## src/rtl/cpu_pkg.sv

```systemverilog
// cpu_pkg: shared constants and types for the 5-stage pipeline control
package cpu_pkg;
  localparam logic [1:0] FWD_RF = 2'b00;
  localparam logic [1:0] FWD_WB = 2'b01;
  localparam logic [1:0] FWD_MEM = 2'b10;
  localparam logic [4:0] REG_ZERO = 5'd0;
  typedef enum logic {RUN, MDBUSY} state_t;
endpackage

```

## src/rtl/forward_unit.sv

```systemverilog
// forward_unit: selects the EX operand source, MEM result over WB result over reg file
// Ports: E_R source reg of EX operand; MEM_/WB_ Rdst+RegWrite of later stages; Fwd select
module forward_unit
  import cpu_pkg::*;
(
  input  logic [4:0] E_R,
  input  logic [4:0] MEM_Rdst,
  input  logic       MEM_RegWrite,
  input  logic [4:0] WB_Rdst,
  input  logic       WB_RegWrite,
  output logic [1:0] Fwd
);
  always_comb
    Fwd = (MEM_RegWrite && MEM_Rdst != REG_ZERO && MEM_Rdst == E_R) ? FWD_MEM :
          (WB_RegWrite && WB_Rdst != REG_ZERO && WB_Rdst == E_R) ? FWD_WB : FWD_RF;
endmodule

```

## src/rtl/hazard_ctrl.sv

```systemverilog
// hazard_ctrl: stall/flush/forward sequencing for the 5-stage pipeline with mul/div busy freeze
// Ports: CLK, RST_N (async active-low); ID_* decode operands; EX_*/MEM_*/WB_* later-stage info;
//   StallF/StallD/FlushD/FlushE pipeline control; ForwardAE/BE operand selects; MD_* mul/div status.
// HAZARD_PERF_EN adds PerfStall/PerfFlush cycle counters.
module hazard_ctrl
  import cpu_pkg::*;
#(
  parameter int MULDIV_CYCLES = 32,
  parameter int CNT_W = 6
) (
  input  logic       CLK,
  input  logic       RST_N,
  input  logic [4:0] ID_Rs,
  input  logic [4:0] ID_Rt,
  input  logic       ID_UsesRs,
  input  logic       ID_UsesRt,
  input  logic       ID_IsMulDiv,
  input  logic [4:0] EX_Rdst,
  input  logic       EX_RegWrite,
  input  logic       EX_MemtoReg,
  input  logic       EX_BranchTaken,
  input  logic [4:0] MEM_Rdst,
  input  logic       MEM_RegWrite,
  input  logic [4:0] WB_Rdst,
  input  logic       WB_RegWrite,
  output logic       StallF,
  output logic       StallD,
  output logic       FlushD,
  output logic       FlushE,
  output logic [1:0] ForwardAE,
  output logic [1:0] ForwardBE,
  output logic       MD_Start,
  output logic       MD_Busy,
  output logic       MD_Done
`ifdef HAZARD_PERF_EN
  ,
  output logic [31:0] PerfStall,
  output logic [31:0] PerfFlush
`endif
);
  state_t state, state_n;
  logic [CNT_W-1:0] cnt, cnt_n;
  logic [4:0] e_rs, e_rt;
  logic lu, run, busy;
  // EX_RegWrite is implied by EX_MemtoReg for a load; kept for interface completeness
  logic unused_ex_rw;
  assign unused_ex_rw = EX_RegWrite;
  // outputs are forced to their reset values while RST_N is low, independent of state
  always_comb begin
    run = RST_N && state == RUN;
    busy = RST_N && state == MDBUSY;
    lu = EX_MemtoReg && EX_Rdst != REG_ZERO &&
         ((ID_UsesRs && EX_Rdst == ID_Rs) || (ID_UsesRt && EX_Rdst == ID_Rt));
    StallF = busy || (run && !EX_BranchTaken && lu);
    StallD = StallF;
    FlushD = !RST_N || (run && EX_BranchTaken);
    FlushE = !RST_N || busy || (run && (EX_BranchTaken || lu));
    MD_Start = run && !EX_BranchTaken && !lu && ID_IsMulDiv;
    MD_Busy = busy;
    MD_Done = busy && cnt == CNT_W'(1);
    state_n = MD_Start ? MDBUSY : MD_Done ? RUN : state;
    cnt_n = MD_Start ? CNT_W'(MULDIV_CYCLES - 1) : busy ? cnt - CNT_W'(1) : cnt;
  end
  always_ff @(posedge CLK or negedge RST_N)
    if (!RST_N) begin
      state <= RUN;
      cnt <= '0;
      e_rs <= REG_ZERO;
      e_rt <= REG_ZERO;
    end else begin
      state <= state_n;
      cnt <= cnt_n;
      e_rs <= FlushE ? REG_ZERO : ID_Rs & {5{ID_UsesRs}};
      e_rt <= FlushE ? REG_ZERO : ID_Rt & {5{ID_UsesRt}};
    end
  forward_unit u_fwd_a (
    .E_R(e_rs), .MEM_Rdst(MEM_Rdst), .MEM_RegWrite(MEM_RegWrite),
    .WB_Rdst(WB_Rdst), .WB_RegWrite(WB_RegWrite), .Fwd(ForwardAE)
  );
  forward_unit u_fwd_b (
    .E_R(e_rt), .MEM_Rdst(MEM_Rdst), .MEM_RegWrite(MEM_RegWrite),
    .WB_Rdst(WB_Rdst), .WB_RegWrite(WB_RegWrite), .Fwd(ForwardBE)
  );
`ifdef HAZARD_PERF_EN
  always_ff @(posedge CLK or negedge RST_N)
    if (!RST_N) begin
      PerfStall <= '0;
      PerfFlush <= '0;
    end else begin
      PerfStall <= PerfStall + 32'(StallD);
      PerfFlush <= PerfFlush + 32'(FlushD);
    end
`endif
endmodule

```

## config.mk

```make
export PLATFORM = sky130hd
export DESIGN_NAME = hazard_ctrl
export DESIGN_NICKNAME = d
export VERILOG_FILES = /design/src/rtl/cpu_pkg.sv /design/src/rtl/forward_unit.sv /design/src/rtl/hazard_ctrl.sv
export SDC_FILE = /design/constraint.sdc
export NUM_CORES = 1
export LEC_CHECK = 0
export CORE_MARGIN = 10
export CORE_UTILIZATION = 46
export DETAILED_ROUTE_END_ITERATION = 12
export GPL_ROUTABILITY_DRIVEN = 0
export PLACE_DENSITY = 0.82
export SLEW_MARGIN = 20
export SYNTH_ARGS = -nofsm -noshare
export SYNTH_HDL_FRONTEND = slang
export SYNTH_SLANG_ARGS = --single-unit
```

## constraint.sdc

```tcl
create_clock -name CLK -period 3.4 [get_ports CLK]
set_input_delay 0.68 -clock CLK [delete_from_list [all_inputs] [get_ports CLK]]
set_output_delay 0.68 -clock CLK [all_outputs]
set_load 0.01 [all_outputs]
```

==> flow_summary.ini <==
; synthesis and place-and-route metrics
[clock_network]
cts_tree = built
cts_buffers = 3
clock_sinks = 17
cts_setup_buffers = 0
postCtsHoldBufs = 0
ctsRootBufferMaster = clkbuf_4
cts_resized = 9

[die]
nWellTaps = 28
floorplanUtilization_pct = 49.37
die_h_um = 69.42
chipArea_mm2 = 0.004819

[final_timing]
setup_violations = 0
fmax_ghz = 0.3057
hold_viol = 0
skew_ns = 0.01543
whs_ns = 0.5538

[synth]
synth_top_cell_by_count = xor2_1
common_cells = 24 x xor2_1, 17 x dfrtp_1, 14 x nand2_1, 11 x nor2_1, 11 x xnor2_1
yosysTopAreaCellShare_pct = 37.86
simple_gate_area_share_pct = 19.27
mux_area_share_pct = 0
synthAdderAreaFrac_pct = 2.227
top_area_cell = dfrtp_1
numSynthFlops = 17
syn_inst = 120
syn_area_mm2 = 0.001124
topCellsByArea = dfrtp_1 38%, xor2_1 19%, xnor2_1 8.6%
syn-num-nets = 157
syn_area_per_cell_um2 = 9.363
ys_area_mm2 = 0.001124

[cells_and_area]
nClkBuffers = 3
mi_logic_area_um2 = 686.9
buf_share_pct = 32.37
nets = 221
regMostFlops = cnt
largestRegisters = cnt: 6 flops, e_rs: 5 flops, e_rt: 5 flops
final_common_cell = clkdlybuf4s50_1
logic_gates = 95
lay_top_cells = 38 x clkdlybuf4s50_1, 24 x xor2_1, 17 x dfrtp_1
inv_count = 6
numSequentialCells = 17

[place]
place.port_buffers = 44
dp.cells = 207
post-place-ws_ns = -0.1735

[critical_path]
crit_slowest_cell = clkdlybuf4s50_1
r2r-end = cnt[5]
arrival_ns = 2.59
cp.required_ns = 2.72
startpoint_type = primary input
cpPeakStageDelay_ns = 0.47
path_cells = clkdlybuf4s50_1, xor2_1, nor4_1, a32oi_1, o2111ai_4, buf_12, dlygate4sd2_1
critPathLaunch = EX_Rdst[2]
cp_num_cells = 7
regToRegSetupSlack_ns = 2.09
reg2reg_from = cnt[2]
reg2regPathDepth = 4

[power_and_ir_drop]
p_seq_share_pct = 42.3
p_comb_mw = 0.283
p_leak_nw = 0.7862
p_sw_mw = 0.2316
p_per_area_mw_per_mm2 = 377.9
total_power_mw = 0.6690
comb_power_share_pct = 42.3
vdd_ir_drop_max_mv = 0.4725

[global_routing]
antenna_found_initial = 0
grt_pass1_vias = 1238
grt_max_degree = 16
grt_use_total_pct = 13.04

[job]
cap_violations = 0
warnings = 28

[routing]
wl_met1_um = 1209
drc = 0
route.met2.wl_um = 1690

[status]
status = finished, final reports clean

[hold_path]
hp-class = reg -> reg
holdCritStartpoint = cnt[1]
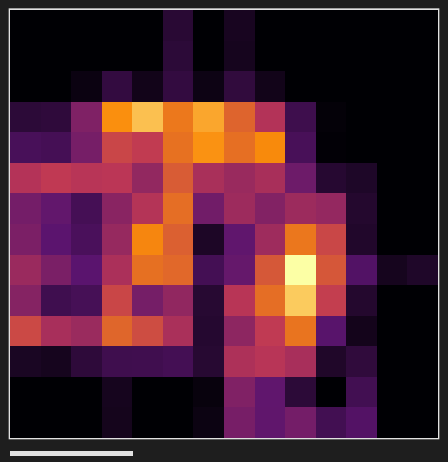
(images/wire_density.png)
The bar under the picture is 20 um long. The die is cut into 14 by 14 equal tiles; black is low, pale yellow is high, scaled to the fullest tile. Values are wire area over tile area, all layers added.
mean over tiles = 0.11
tiles over half the peak = 16%
emptiest ninth of the die = top right
fullest tile = 0.46
nearly empty tiles = 34%

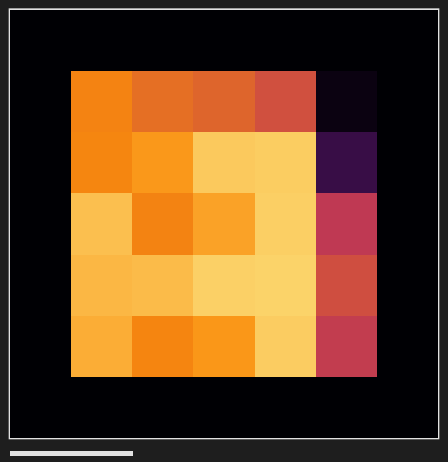
(images/density.png)
The bar under the picture is 20 um long. The die is cut into 7 by 7 equal tiles; black is low, pale yellow is high, 0 to 100% covered.
emptiest ninth of the die = top right
tiles over 75% full = 27%
fullest tile = 90%
nearly empty tiles = 49%
Layout Utilization: 77.79%
total core area: 0.002276 mm2

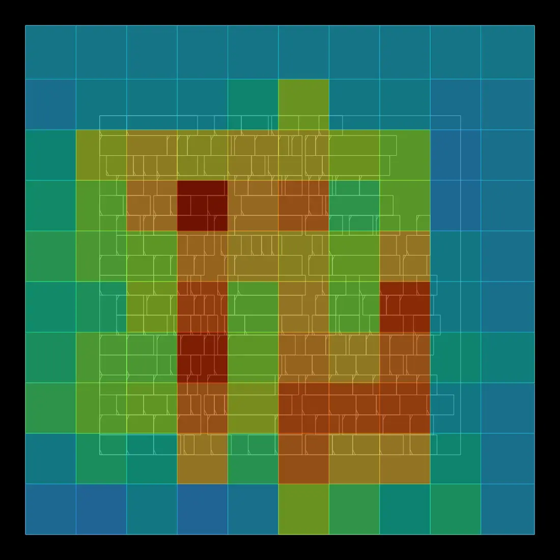
(images/final_congestion.png)
met1 Usage GRT: 13.96%
met3 Use GR: 4.422%

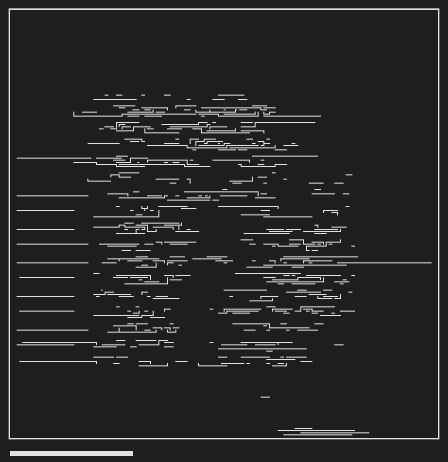
(images/met1.png)
The bar under the picture is 20 um long.
longest straight run = 15.2 um
wire length on this layer = 1210 um

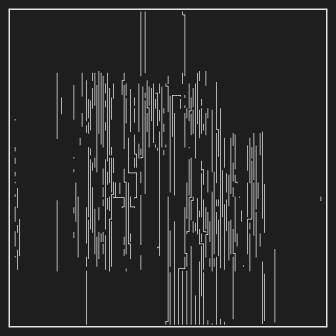
(images/met2.png)
share of all routed wire = 53%
wire length on this layer = 1690 um
nets with wire on the layer = 188
main direction = vertical
vias: 1077
WL final: 3173 um
met2 Use GR: 22.98%

